--- src/rtl/sata_cont_generator_pkg.sv ---
// Shared SATA primitive encodings, TX dword payload type and the repeatable-primitive test.
package sata_cont_generator_pkg;

    localparam int unsigned DWORD_W = 32;
    localparam int unsigned LFSR_W  = 16;

    localparam logic [LFSR_W-1:0]  LFSR_SEED     = 16'hFFFF;

    localparam logic [DWORD_W-1:0] PRIM_ALIGN    = 32'h7B4A_4ABC;
    localparam logic [DWORD_W-1:0] PRIM_CONT     = 32'h9999_AA7C;
    localparam logic [DWORD_W-1:0] PRIM_SYNC     = 32'hB5B5_957C;
    localparam logic [DWORD_W-1:0] PRIM_X_RDY    = 32'h5757_B57C;
    localparam logic [DWORD_W-1:0] PRIM_R_RDY    = 32'h4A4A_957C;
    localparam logic [DWORD_W-1:0] PRIM_R_IP     = 32'h5555_B57C;
    localparam logic [DWORD_W-1:0] PRIM_R_OK     = 32'h3535_B57C;
    localparam logic [DWORD_W-1:0] PRIM_R_ERR    = 32'h5656_B57C;
    localparam logic [DWORD_W-1:0] PRIM_WTRM     = 32'h5858_B57C;
    localparam logic [DWORD_W-1:0] PRIM_HOLD     = 32'hD5D5_AA7C;
    localparam logic [DWORD_W-1:0] PRIM_HOLDA    = 32'h9595_AA7C;
    localparam logic [DWORD_W-1:0] PRIM_PMREQ_P  = 32'h1717_B57C;
    localparam logic [DWORD_W-1:0] PRIM_PMREQ_S  = 32'h7575_957C;
    localparam logic [DWORD_W-1:0] PRIM_SOF      = 32'h3737_B57C;
    localparam logic [DWORD_W-1:0] PRIM_EOF      = 32'hD5D5_B57C;

    typedef struct packed {
        logic [DWORD_W-1:0] data;
        logic               is_k;
    } sata_dword_t;

    // True for primitives that may be collapsed into CONT + junk.
    function automatic logic prim_is_repeatable(input logic [DWORD_W-1:0] d, input logic is_k);
        logic r;
        r = 1'b0;
        if (is_k) begin
            case (d)
                PRIM_SYNC, PRIM_X_RDY, PRIM_R_RDY, PRIM_R_IP, PRIM_R_OK, PRIM_R_ERR,
                PRIM_WTRM, PRIM_HOLD, PRIM_HOLDA, PRIM_PMREQ_P, PRIM_PMREQ_S: r = 1'b1;
                default: r = 1'b0;
            endcase
        end
        return r;
    endfunction

endpackage

--- src/rtl/sata_cont_generator_scrambler.sv ---
// Junk-dword source: 16-bit LFSR (x^16+x^15+x^13+x^4+1) advanced 32 bits per enabled cycle.
module sata_cont_generator_scrambler
    import sata_cont_generator_pkg::*;
(
    input  logic               clk,
    input  logic               rst,
    input  logic               i_en,
    input  logic               i_reseed,
    output logic [DWORD_W-1:0] o_dword_c
);

    logic [LFSR_W-1:0]  r_lfsr;
    logic [LFSR_W-1:0]  w_lfsr_nxt;
    logic [DWORD_W-1:0] w_dword;

    // Unroll 32 serial shifts; bit i of the dword is the i-th generated bit.
    always_comb begin
        logic [LFSR_W-1:0] v_s;
        v_s     = r_lfsr;
        w_dword = '0;
        for (int i = 0; i < int'(DWORD_W); i++) begin
            w_dword[i] = v_s[0] ^ v_s[2] ^ v_s[11] ^ v_s[15];
            v_s        = {v_s[LFSR_W-2:0], w_dword[i]};
        end
        w_lfsr_nxt = v_s;
    end

    // LFSR state: reseed has priority, otherwise step only when a junk dword is consumed.
    always_ff @(posedge clk) begin
        if (rst || i_reseed) begin
            r_lfsr <= LFSR_SEED;
        end else if (i_en) begin
            r_lfsr <= w_lfsr_nxt;
        end
    end

    assign o_dword_c = w_dword;

endmodule

--- src/rtl/sata_cont_generator.sv ---
// Registered TX stage that collapses repeated primitives into CONT followed by junk dwords.
module sata_cont_generator
    import sata_cont_generator_pkg::*;
#(
    parameter int unsigned MIN_REPEAT = 2
)
(
    input  logic               clk,
    input  logic               rst,
    input  logic               en,
    input  logic               phy_ready,
    input  logic [DWORD_W-1:0] din,
    input  logic               din_is_k,
    output logic [DWORD_W-1:0] dout,
    output logic               dout_is_k,
    output logic               cont_active
);

    localparam int unsigned      CNT_W   = 2;
    localparam logic [CNT_W-1:0] CNT_MAX = CNT_W'(MIN_REPEAT);

    localparam logic [0:0] ST_PASS = 1'b0;
    localparam logic [0:0] ST_JUNK = 1'b1;

    logic [0:0]         r_state;
    logic [0:0]         w_state_nxt;
    logic [CNT_W-1:0]   r_cnt;
    logic [CNT_W-1:0]   w_cnt_nxt;
    logic [DWORD_W-1:0] r_last;
    logic [DWORD_W-1:0] w_last_nxt;
    sata_dword_t        w_out_nxt;
    logic               w_cont_nxt;
    logic               w_junk_out;
    logic               w_rep;
    logic               w_match;
    logic               w_scr_en;
    logic               w_scr_reseed;
    logic [DWORD_W-1:0] w_junk;

    assign w_rep   = prim_is_repeatable(din, din_is_k);
    assign w_match = w_rep && (din == r_last);

    // Next state, repeat bookkeeping and next output dword.
    always_comb begin
        w_state_nxt = r_state;
        w_cnt_nxt   = r_cnt;
        w_last_nxt  = r_last;
        w_out_nxt   = '{data: din, is_k: din_is_k};
        w_cont_nxt  = 1'b0;
        w_junk_out  = 1'b0;
        if (!en) begin
            w_state_nxt = ST_PASS;
            w_cnt_nxt   = '0;
        end else begin
            case (r_state)
                ST_PASS: begin
                    if (w_match) begin
                        if (r_cnt == CNT_MAX) begin
                            w_out_nxt   = '{data: PRIM_CONT, is_k: 1'b1};
                            w_state_nxt = ST_JUNK;
                        end else begin
                            w_cnt_nxt = r_cnt + CNT_W'(1);
                        end
                    end else if (w_rep) begin
                        w_cnt_nxt  = CNT_W'(1);
                        w_last_nxt = din;
                    end else begin
                        w_cnt_nxt = '0;
                    end
                end
                ST_JUNK: begin
                    if (w_match) begin
                        w_out_nxt  = '{data: w_junk, is_k: 1'b0};
                        w_cont_nxt = 1'b1;
                        w_junk_out = 1'b1;
                    end else begin
                        w_state_nxt = ST_PASS;
                        if (w_rep) begin
                            w_cnt_nxt  = CNT_W'(1);
                            w_last_nxt = din;
                        end else begin
                            w_cnt_nxt = '0;
                        end
                    end
                end
                default: begin
                    w_state_nxt = ST_PASS;
                    w_cnt_nxt   = '0;
                end
            endcase
        end
    end

    // State and output registers; everything freezes while the phy inserts ALIGN.
    always_ff @(posedge clk) begin
        if (rst) begin
            r_state     <= ST_PASS;
            r_cnt       <= '0;
            r_last      <= PRIM_SYNC;
            dout        <= PRIM_SYNC;
            dout_is_k   <= 1'b1;
            cont_active <= 1'b0;
        end else if (phy_ready) begin
            r_state     <= w_state_nxt;
            r_cnt       <= w_cnt_nxt;
            r_last      <= w_last_nxt;
            dout        <= w_out_nxt.data;
            dout_is_k   <= w_out_nxt.is_k;
            cont_active <= w_cont_nxt;
        end
    end

    assign w_scr_en     = phy_ready && w_junk_out;
    assign w_scr_reseed = phy_ready && (w_state_nxt == ST_PASS);

    sata_cont_generator_scrambler u_junk_scr (
        .clk       (clk),
        .rst       (rst),
        .i_en      (w_scr_en),
        .i_reseed  (w_scr_reseed),
        .o_dword_c (w_junk)
    );

endmodule

--- config.mk ---
export PLATFORM = sky130hd
export DESIGN_NAME = sata_cont_generator
export DESIGN_NICKNAME = d
export VERILOG_FILES = /design/src/rtl/sata_cont_generator_pkg.sv /design/src/rtl/sata_cont_generator_scrambler.sv /design/src/rtl/sata_cont_generator.sv
export SDC_FILE = /design/constraint.sdc
export NUM_CORES = 1
export LEC_CHECK = 0
export CAP_MARGIN = 5
export CORE_ASPECT_RATIO = 0.7
export CORE_MARGIN = 2
export CORE_UTILIZATION = 57
export DETAILED_ROUTE_END_ITERATION = 7
export PLACE_DENSITY_LB_ADDON = 0.3
export SLEW_MARGIN = 20
export SYNTH_ARGS = -nofsm -noshare
export SYNTH_HDL_FRONTEND = slang
export SYNTH_HIERARCHICAL = 1
export SYNTH_SLANG_ARGS = --single-unit
--- constraint.sdc ---
create_clock -name clk -period 4.4 [get_ports clk]
set_clock_uncertainty 0.1 [all_clocks]
set_input_delay 0.66 -clock clk [delete_from_list [all_inputs] [get_ports clk]]
set_output_delay 0.66 -clock clk [all_outputs]
set_load 0.01 [all_outputs]
==> reports/results.tsv <==
stage	metric	value	unit
routing	antenna_left	0	
cts	ctsHtreeMaxLevel	3	
worst_hold_path	min_path_type	flip-flop to flip-flop	
synth	yosysWarnings	6	
timing	fmax	250	MHz
pwr	swShare	0.276	
setup_path	rr_startpoint	u_junk_scr/r_lfsr[9]	
cts	cts_hold_buf	0	
timing	worst_slew_pin_slew	0.896	ns
cts	clock-root-buffer	clkbuf_16	
synth	synth_flops	85	
pwr	max-vdd-ir-drop	0.198	mV
routing	drt_pass1_iterations	5	
floorplanning	dieHeight	88.6	µm
run_status	status	completed	
timing	tns	0	ns
routing	drc	0	
synth	synthesis.nets	675	
synth	syn_inst	637	
final_layout	syn_to_final_growth	19.9	%
floorplanning	rows	30	
synth	ys_chip_area	5830	µm²
worst_hold_path	whs_path_depth	2	
timing	rsz0062_at_grt	false	
final_layout	antennaDiodeCount	0	
setup_path	r2r_slack	0.40	ns
final_layout	fillers	739	
timing	hold_viol_final	0	
floorplanning	die-area	11100	µm²
pwr	p_per_area	256	nW/µm²
setup_path	path_class	flip-flop to flip-flop	
setup_path	r2r-end	dout[29]	
floorplanning	core_area	9830	µm²
global_routing	grt_pass1_wl	27400	µm
floorplanning	io_pins	71	
cts	tritoncts	yes	
pwr	pwr-share-seq	0.451	
synth	netlist_area	5830	µm²
synth	area_leaders	dfxtp_1, xnor2_1, xnor3_1	
setup_path	cp-end-kind	flip-flop	
job	warnings	26	
global_routing	grtUsageMet2	0.468	
global_routing	antenna_found_initial	0	
final_layout	register_area	1700	µm²
floorplanning	fp_util	0.592	
pwr	p_int	1.29	mW
cts	post-cts-setup-buffers	0	
final_layout	finalNetCount	740	
[cells by family after synthesis]
kind of cell / Yosys count / share of synthesized area
xor+xnor: 161 / 0.314
mux: 11 / 0.0189
simple gates: 212 / 0.199
fa+ha+maj: 1 / 0.00215
compound gates: 112 / 0.129
flops: 85 / 0.292
buf+inv: 55 / 0.0445
[synthesized netlist by cell type, types with 4 or more instances]
cell      number
mux2i_1       11
nand4b_1       5
nand2_1       65
buf_2         21
o22ai_1       11
xnor2_1      105
and2_1         6
and3_1         4
nor2_1        41
xor2_1        24
nand3_1       12
xnor3_1       16
nand2b_1       7
inv_1          8
clkbuf_1      19
dfxtp_1       85
and4bb_1       4
a221o_1        4
nor3_1         9
a32oi_1        4
nand4_1       14
nor2b_1        5
nor4_1         7
o21ai_0       22
a21oi_1       38
xor3_1         4
a21o_1         4
or3_1         11
o211ai_1       6
a211oi_1       6
[per-stage QoR]
stage,util,worst slack [ns],total power [mW],hold slack [ns]
6_report,0.710,0.399,1.79,0.360
4_1_cts,0.710,0.430,1.78,0.360
3_3_place_gp,0.680,0.504,1.04,0.342
3_5_place_dp,0.680,0.455,1.04,0.349
2_1_floorplan,-,0.555,0.925,0.335
5_1_grt,0.710,0.287,1.83,0.374
[layout make-up]
cell class,instances,share of cell area
multi-input cells,497,0.555
flip-flops and latches,85,0.244
well taps,128,0.0229
clock inverters,7,0.00968
inverters,9,0.00484
repair buffers,100,0.132
clock buffers,9,0.0323
[state kept, by name (all words and copies together) (netlist names)]
register / flops
cont_active: 1
dout: 32
r_state: 1
r_last: 32
r_cnt: 2
u_junk_scr/r_lfsr: 16
dout_is_k: 1
[worst max-delay path, cell delays in order (launching register included)]
cell     delay, ns
dfxtp_1       0.49
xor2_1        0.43
xnor2_2       0.21
xor3_2        0.51
xor3_1        0.41
xnor3_2       0.42
xnor3_2       0.46
xnor3_1       0.40
a221o_1       0.31
a21o_1        0.15
[power groups by stage]
| stage | clock network [mW] | registers [mW] | logic (mW) |
|---|---|---|---|
| after detailed placement | 0 | 0.822 | 0.220 |
| after floorplan | 0 | 0.827 | 0.0974 |
| after global placement | 0 | 0.821 | 0.216 |
| final | 0.756 | 0.805 | 0.225 |
| after CTS | 0.755 | 0.804 | 0.221 |
| after global routing | 0.786 | 0.806 | 0.239 |
[routing by layer]
layer  wire [µm]  vias up
met1        8220     2471
met5           0        -
met3        2180       28
met4         214        0
met2        7260      334
li1            -     2348
[how the worst max path moves through the flow]
stage                                startpoint                   end  slack, ns  cells after the start
after global placement                  din[28]  u_junk_scr/r_lfsr[5]       0.50                     10
after CTS                 u_junk_scr/r_lfsr[11]              dout[29]       0.43                      9
after detailed placement   u_junk_scr/r_lfsr[9]              dout[29]       0.45                      9
after floorplan           u_junk_scr/r_lfsr[11]              dout[29]       0.55                     11
after global routing       u_junk_scr/r_lfsr[9]              dout[29]       0.29                      9
final                      u_junk_scr/r_lfsr[9]              dout[29]       0.40                      9
final_congestion.png
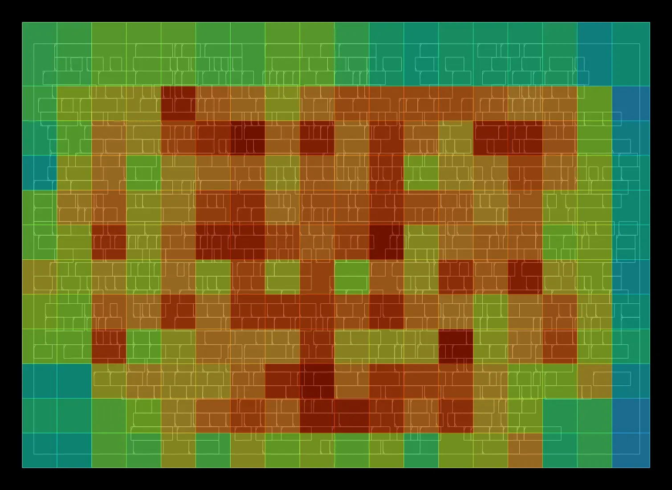
met1 Track Usage GR: 0.483
busiest grt layer: met1
met3 usage: 0.105
Avg WL per Cell: 21.4 µm
All-Layer GR Usage: 0.326

gate_families.png
Bar = 20 µm.
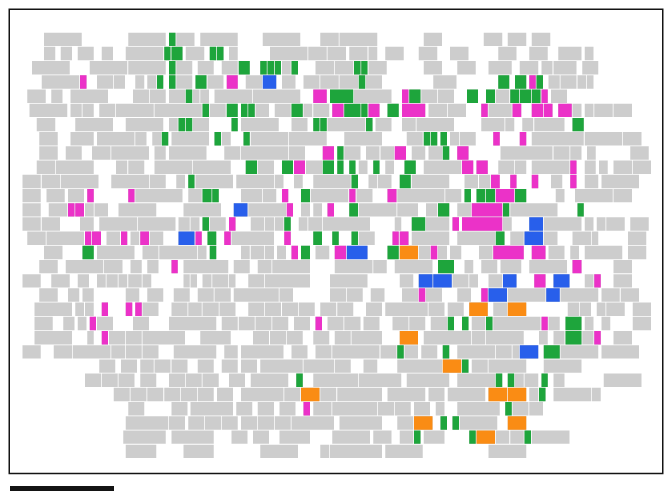
colour	family	cells
orange	multiplexers	11
magenta	NOR gates	70
green	NAND gates	105
blue	AND-OR and OR-AND gates	13
Commonest Layout Cell: xnor2_1
logic share of the area: 0.555
non-filler cells, final: 835

zoom.png
Bar = 10 µm. Region (74, 2) to (114, 42) µm. Cells in grey, sequential cells in the stronger grey; small squares are vias.
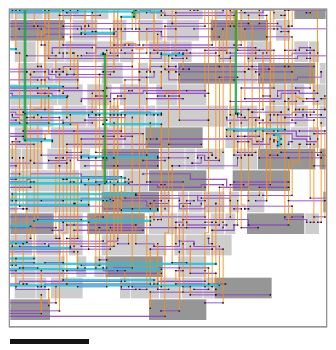
colour	layer
cyan	met3
green	met4
purple	met1
orange	met2
netlist names of flops here include	u_junk_scr/r_lfsr (12), dout (5)
most frequent	dfxtp_1 (17), nand2_1 (16), xnor2_1 (12)
cells with their middle in the window	114
sequential cells in the window	17

Power is estimated from default activity; no workload was simulated.
